Figure 1. Close-up of the layout (run 1).
Window x 201 to 221, y 60 to 80 um. Cells in grey, sequential cells in the stronger grey; small squares are vias.
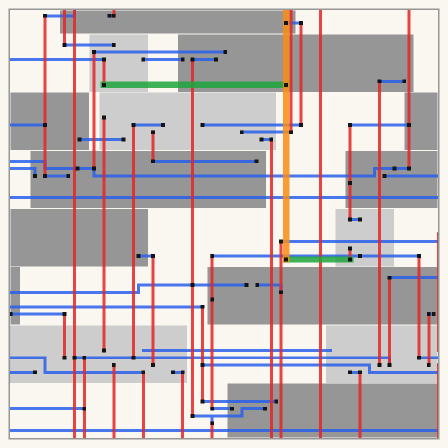
Figure 2. Track usage over the die (run 1).
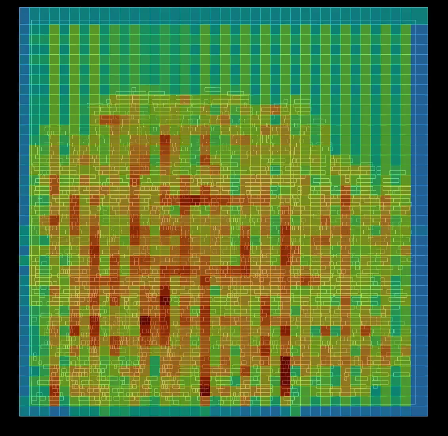
Figure 3. Clock network drawn from the DEF (run 1).
Scale: 1 px per um.
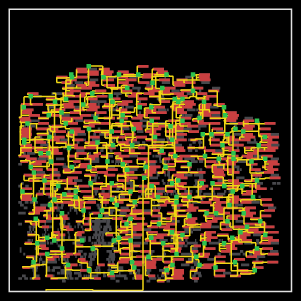
<file path="src/rtl/byte_bus_mem_bridge.sv">
// rtl/byte_bus_mem_bridge.sv - byte-serial 10-phase frame target with 32-bit register-file memory
// Optional feature macro: FRAME_SYNC_EN (adds frame_sync realignment input)
module byte_bus_mem_bridge #(
  parameter int ADDR_BITS = 4
) (
  input  logic        clk,
  input  logic        rst_n,
`ifdef FRAME_SYNC_EN
  input  logic        frame_sync,
`endif
  input  logic [7:0]  addr_in,
  input  logic [7:0]  data_in,
  output logic [7:0]  data_out,
  output logic        data_oe,
  output logic [3:0]  phase,
  output logic        err,
  output logic [15:0] txn_count
);

  localparam int DEPTH = 1 << ADDR_BITS;

  logic [31:0]          mem [DEPTH];
  logic [31:0]          addr;
  logic [31:0]          wdata;
  logic [31:0]          rdata;
  logic                 wr;
  logic [ADDR_BITS-1:0] idx;
  logic                 in_range;
  logic [31:0]          rd_val;
  logic                 sync;
  logic                 mem_we;

`ifdef FRAME_SYNC_EN
  assign sync = frame_sync;
`else
  assign sync = 1'b0;
`endif

  assign idx      = addr[ADDR_BITS+1:2];
  assign in_range = (addr[31:ADDR_BITS+2] == '0);
  assign rd_val   = in_range ? mem[idx] : 32'd0;
  assign mem_we   = rst_n && !sync && (phase == 4'd5) && addr_in[0] && in_range;

  // Word access only: the byte offset bits are captured but never used.
  logic unused_byte_offset;
  assign unused_byte_offset = &{1'b0, addr[1:0]};

  always_ff @(posedge clk) begin
    if (mem_we) begin
      mem[idx] <= wdata;
    end
  end

  always_ff @(posedge clk) begin
    if (!rst_n) begin
      phase     <= 4'd0;
      addr      <= 32'd0;
      wdata     <= 32'd0;
      rdata     <= 32'd0;
      wr        <= 1'b0;
      data_out  <= 8'd0;
      data_oe   <= 1'b0;
      err       <= 1'b0;
      txn_count <= 16'd0;
    end else if (sync) begin
      phase    <= 4'd1;
      data_out <= 8'd0;
      data_oe  <= 1'b0;
    end else begin
      phase <= (phase == 4'd9) ? 4'd0 : phase + 4'd1;
      case (phase)
        4'd1: begin addr[7:0]   <= addr_in; wdata[7:0]   <= data_in; end
        4'd2: begin addr[15:8]  <= addr_in; wdata[15:8]  <= data_in; end
        4'd3: begin addr[23:16] <= addr_in; wdata[23:16] <= data_in; end
        4'd4: begin addr[31:24] <= addr_in; wdata[31:24] <= data_in; end
        4'd5: begin
          wr        <= addr_in[0];
          txn_count <= txn_count + 16'd1;
          if (!in_range) begin
            err <= 1'b1;
          end
          if (addr_in[0]) begin
            data_out <= 8'd0;
            data_oe  <= 1'b0;
          end else begin
            rdata    <= rd_val;
            data_out <= rd_val[7:0];
            data_oe  <= 1'b1;
          end
        end
        4'd6: data_out <= wr ? 8'd0 : rdata[15:8];
        4'd7: data_out <= wr ? 8'd0 : rdata[23:16];
        4'd8: data_out <= wr ? 8'd0 : rdata[31:24];
        4'd9: begin
          data_out <= 8'd0;
          data_oe  <= 1'b0;
        end
        default: ;
      endcase
    end
  end

endmodule

</file>
<file path="config.mk">
export PLATFORM = sky130hd
export DESIGN_NAME = byte_bus_mem_bridge
export DESIGN_NICKNAME = d
export VERILOG_FILES = /design/src/rtl/byte_bus_mem_bridge.sv
export SDC_FILE = /design/constraint.sdc
export NUM_CORES = 1
export LEC_CHECK = 0
export CORE_MARGIN = 8
export CORE_UTILIZATION = 34
export CTS_BUF_LIST = sky130_fd_sc_hd__clkbuf_4
export DETAILED_ROUTE_END_ITERATION = 8
export GPL_ROUTABILITY_DRIVEN = 0
export HOLD_SLACK_MARGIN = 0.03
export PLACE_DENSITY = 0.51
export SLEW_MARGIN = 30
export SYNTH_ARGS = -nofsm -noshare
export SYNTH_HDL_FRONTEND = slang
export SYNTH_SLANG_ARGS = --single-unit
</file>
<file path="constraint.sdc">
create_clock -name clk -period 5 [get_ports clk]
set_clock_uncertainty 0.1 [all_clocks]
set_input_delay 0.5 -clock clk [delete_from_list [all_inputs] [get_ports clk]]
set_output_delay 0.5 -clock clk [all_outputs]
set_load 0.1 [all_outputs]
</file>
==> impl_metrics.json, run 1 <==
{
  "status": "finished, final reports clean",
  "synthDominantCellAreaShare": 0.645,
  "final_layout_size_suffix_gt1_frac": 0.288,
  "finalCriticalPeriod_ns": 3.45,
  "leading_post_synthesis_cells_by_instance_count": "512 x sky130_fd_sc_hd__edfxtp_1, 163 x sky130_fd_sc_hd__nand2_1, 128 x sky130_fd_sc_hd__mux4_2, 121 x sky130_fd_sc_hd__dfxtp_1, 73 x sky130_fd_sc_hd__a21oi_1",
  "m1WireLength_mm": 27.2,
  "flow.area_growth_from_synthesis_pct": 16.7,
  "nWellTaps": 940,
  "power.ir.vdd_worst_uv": 180,
  "synth.ff_latch_count": 633,
  "path_max_fanout": 17,
  "dr_total_vias": 13200,
  "core_area_mm2": 0.0697,
  "detailed_place_hpwl_mm": 35.9,
  "drt_wl_total_mm": 62.1,
  "drcViolationCount": 0,
  "ys_top_cells_by_area": "sky130_fd_sc_hd__edfxtp_1 65%, sky130_fd_sc_hd__mux4_2 12%, sky130_fd_sc_hd__dfxtp_1 10%",
  "grt_pass1_wl_mm": 91.5,
  "met2_wirelength_mm": 30.0,
  "leakage_uw": 0.00887,
  "yosys.cell_types.count": 48,
  "yosys_warnings": 0,
  "synthDominantAreaCellType": "sky130_fd_sc_hd__edfxtp_1"
}
Notes on Figure 1 above:
| colour | layer |
|---|---|
| red | M2 |
| green | M3 |
| blue | M1 |
| orange | M4 |
most frequent: edfxtp_1 (5), mux4_2 (3), clkbuf_4 (2)
sequential cells in the window: 5
cells with their middle in the window: 10
netlist names of flops here include: `mem` (5)

Notes on Figure 2 above:
met3 usage in global routing: 0.0361
M2 GR Usage: 0.257
GR met1 Demand/Resource: 0.206
detail-routed net length per standard cell: 24.1 um

Notes on Figure 3 above:
[red] flip-flops | count: 633
[green] clock-net drivers | count: 163
[yellow] clock wires | length: 8740 um
routed clock nets: 164
clock-net power: 4660 uW
insertion delay at the late pin of the worst-skew pair: 0.98 ns
clock network fraction of design power: 0.424

[run 1: final timing paths]
path | endpoint | slack, ns | cells past startpoint
setup / recovery | phase[2] | 1.55 | 1
hold reg to reg | err$_SDFFE_PN0P_ | 0.35 | 2
setup reg to reg | mem[9][29]$_DFFE_PP_ | 1.68 | 7
hold / removal | addr[10]$_SDFFE_PN0N_ | 0.17 | 3
[run 1: placed cells by master, fill, tap and decap left out, types with 4 or more instances in the layout]
cell / count
sky130_fd_sc_hd__a21oi_1: 72
sky130_fd_sc_hd__a22o_1: 24
sky130_fd_sc_hd__a22oi_1: 9
sky130_fd_sc_hd__a2bb2oi_1: 8
sky130_fd_sc_hd__and2_1: 5
sky130_fd_sc_hd__buf_12: 7
sky130_fd_sc_hd__buf_4: 31
sky130_fd_sc_hd__bufinv_16: 4
sky130_fd_sc_hd__clkbuf_4: 265
sky130_fd_sc_hd__clkdlybuf4s50_1: 44
sky130_fd_sc_hd__clkinv_1: 15
sky130_fd_sc_hd__dfxtp_1: 118
sky130_fd_sc_hd__diode_2: 5
sky130_fd_sc_hd__edfxtp_1: 512
sky130_fd_sc_hd__ha_1: 5
sky130_fd_sc_hd__inv_1: 7
sky130_fd_sc_hd__inv_2: 4
sky130_fd_sc_hd__mux4_2: 128
sky130_fd_sc_hd__nand2_1: 163
sky130_fd_sc_hd__nand2b_1: 4
sky130_fd_sc_hd__nand3_1: 6
sky130_fd_sc_hd__nand4_1: 8
sky130_fd_sc_hd__nor2_1: 25
sky130_fd_sc_hd__nor3_2: 4
sky130_fd_sc_hd__nor4_1: 6
sky130_fd_sc_hd__nor4_2: 5
sky130_fd_sc_hd__nor4_4: 5
sky130_fd_sc_hd__o21ai_0: 10
sky130_fd_sc_hd__o22ai_1: 48
sky130_fd_sc_hd__o31ai_1: 26
sky130_fd_sc_hd__o32ai_1: 8
sky130_fd_sc_hd__or3_1: 7
sky130_fd_sc_hd__xor2_1: 6
[run 1: through the flow]
stage / cells / utilization / area, um2 / worst slack (ns) / TNS [ns]
6_report: 2578 / 0.399 / 27800 / 1.55 / 0
5_1_grt: 2577 / 0.399 / 27800 / 1.37 / 0
4_1_cts: 2573 / 0.399 / 27800 / 1.44 / 0
3_5_place_dp: 2281 / 0.367 / 25600 / 1.64 / 0
3_3_place_gp: 2277 / 0.367 / 25500 / 1.72 / 0
2_1_floorplan: 1342 / - / 23900 / -0.535 / -95.96
[run 1: kinds of logic after synthesis]
| kind of cell | share of synthesized area |
|---|---|
| mux | 0.121 |
| buf+inv | 0.0188 |
| simple gates | 0.0500 |
| compound gates | 0.0570 |
| fa+ha+maj | 0.00263 |
| xor+xnor | 0.00331 |
| flops | 0.747 |
[run 1: per-layer routing]
metal	vias up	global-route usage
li1	5803	-
met1	6925	0.206
met2	401	0.257
met3	96	0.0361
met4	0	0.0632
met5	-	0
[run 1: state kept, by name, summed over array words and instances (netlist names), named ones only]
signal	count
txn_count	16
err	1
addr	30
wdata	32
wr	1
rdata	24
mem	512
data_out	8
phase	4
data_oe	1
[run 1: where the power goes]
group	switching, uW	internal (uW)	total, uW
clock network	2070	2580	4660
logic	329	209	538
registers	97.9	5700	5800
total	2500	8490	11000
==> inputs of run 2 (changes only) <==
PLACE_DENSITY = 0.49   (was 0.51)
clock period = 3.5 ns   (was 5 ns; I/O delays follow)
==> impl_metrics.json, run 2 <==
{
  "setup_tns_ns": 0,
  "register_with_the_most_flip_flops": "mem",
  "drt-wirelength-per-cell_um": 23.9,
  "finalCriticalPeriod_ns": 3.14,
  "leakage_uw": 0.00903,
  "max_reg_flops": 512,
  "ys_top_cells_by_area": "sky130_fd_sc_hd__edfxtp_1 65%, sky130_fd_sc_hd__mux4_2 12%, sky130_fd_sc_hd__dfxtp_1 10%",
  "drt_wl_total_mm": 62.5,
  "insertion_delay_at_the_late_pin_of_the_worst_skew_pair_ns": 1.01,
  "status": "finished, final reports clean",
  "yosys.cell_types.count": 48,
  "grt_pass1_wl_mm": 91.7,
  "dp_cells": 2293,
  "synth.ff_latch_count": 633,
  "path_max_fanout": 8,
  "preCtsSetupSlack_ns": 0.707,
  "setup_ws_ns": 0.362,
  "flow.area_growth_from_synthesis_pct": 18.3,
  "core_area_mm2": 0.0697,
  "synthDominantCellAreaShare": 0.645,
  "drcViolationCount": 0,
  "leading_post_synthesis_cells_by_instance_count": "512 x sky130_fd_sc_hd__edfxtp_1, 163 x sky130_fd_sc_hd__nand2_1, 128 x sky130_fd_sc_hd__mux4_2, 121 x sky130_fd_sc_hd__dfxtp_1, 73 x sky130_fd_sc_hd__a21oi_1",
  "dr_total_vias": 13300,
  "synthDominantAreaCellType": "sky130_fd_sc_hd__edfxtp_1",
  "ys_cells": 1342,
  "most_used_logic_cell_in_the_final_layout": "sky130_fd_sc_hd__edfxtp_1",
  "largestRegisters": "mem: 512 flops, wdata: 32 flops, addr: 30 flops",
  "power.ir.vdd_worst_uv": 330,
  "final_layout_size_suffix_gt1_frac": 0.288,
  "most-common-layout-cells": "512 x sky130_fd_sc_hd__edfxtp_1, 254 x sky130_fd_sc_hd__clkbuf_4, 163 x sky130_fd_sc_hd__nand2_1, 128 x sky130_fd_sc_hd__mux4_2, 116 x sky130_fd_sc_hd__dfxtp_1"
}
## run 2: netlist changes by cell type in the layout (fill, tap and decap cells not counted), sizes merged
cell,change
clkbuf,-11
dlygate4sd3,+14
inv,+1
clkinv,+14
clkinvlp,+3
buf,+12
diode,+4
## run 2: cell families (layout without fill, tap and decap cells)
family                     count (synthesis)  after routing  synth area share
other                                      0              9                 0
and+or+nand+nor                          262            262            0.0500
xor gates and xnor gates                   9              9           0.00331
adders and majority gates                  5              5           0.00263
buffers and inverters                     94            418            0.0188
muxes                                    129            129             0.121
AOI/OAI and AO/OA                        210            210            0.0570
DFF                                      633            633             0.747
## run 2: per-stage QoR
step | utilization | cell area [um2]
2_1_floorplan | - | 24000
3_3_place_gp | 0.370 | 25800
3_5_place_dp | 0.370 | 25800
4_1_cts | 0.404 | 28200
5_1_grt | 0.404 | 28200
6_report | 0.404 | 28200
## run 2: cell type report
type,instances,area share
multi-input combinational,615,0.206
inverter,8,0.00111
clock inverter,43,0.0111
antenna,9,0.000799
timing repair buffer,113,0.0393
tap,940,0.0417
clock buffer,254,0.0677
sequential,633,0.632
## run 2: where the power goes
group | total (uW) | switching [uW] | internal [uW] | leakage [uW]
sequential | 8300 | 155 | 8150 | 0.00571
clock | 6630 | 3020 | 3610 | 0.00131
combinational | 798 | 486 | 312 | 0.00201
## run 2: tightest hold or removal path, delay by kind of cell
| family | cells | cell delay [ns] |
|---|---|---|
| simple gates | 1 | 0.17 |
| compound gates | 1 | 0.07 |
| buf+inv | 1 | 0.62 |
## run 2: per-layer routing
layer  wire length (um)  part of all wire  track usage
met1              27200              0.43        0.208
met2              30200              0.48        0.254
met3               3580             0.057       0.0406
met4               1630             0.026       0.0660
met5                  0                 0            0
## run 2: path summary, 6_finish.rpt
check                            start                    end  slack, ns  depth (start not counted)
max          txn_count[3]$_SDFFE_PN0N_           txn_count[3]       0.36                          1
min                         addr_in[0]  addr[24]$_SDFFE_PN0N_       0.17                          3
max reg2reg      addr[26]$_SDFFE_PN0N_   mem[1][11]$_DFFE_PP_       0.72                          5
min reg2reg           err$_SDFFE_PN0P_       err$_SDFFE_PN0P_       0.35                          2
## run 2: repair_timing
action | 4_1_cts | 5_1_grt
hold endpoints to repair | 65 | 0
gates resized | 0 | 0
setup buffers | 0 | 0
hold buffers | 16 | 0
Figure 4. Track usage over the die (run 2).
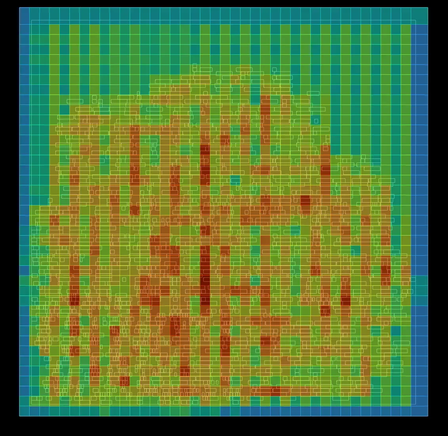
M2 GR Usage: 0.254
overall fraction of global-route tracks in use: 0.160
grt peak-use layer: met2
utilization of the core after routing: 0.404
met3 usage in global routing: 0.0406

Figure 5. Close-up of the layout (run 2).
Window x 201 to 221, y 60 to 80 um. Cells in grey, sequential cells in the stronger grey; small squares are vias.
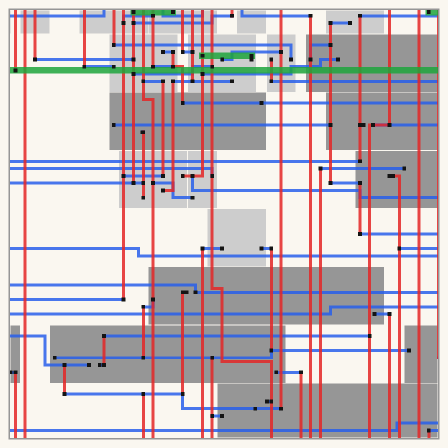
| colour | layer |
|---|---|
| blue | M1 |
| red | M2 |
| green | M3 |
cells with their middle in the window: 11
sequential cells in the window: 5
most frequent: edfxtp_1 (3)
netlist names of flops here include: `mem` (3), `data_out` (2)

Power and IR drop assume default switching activity.
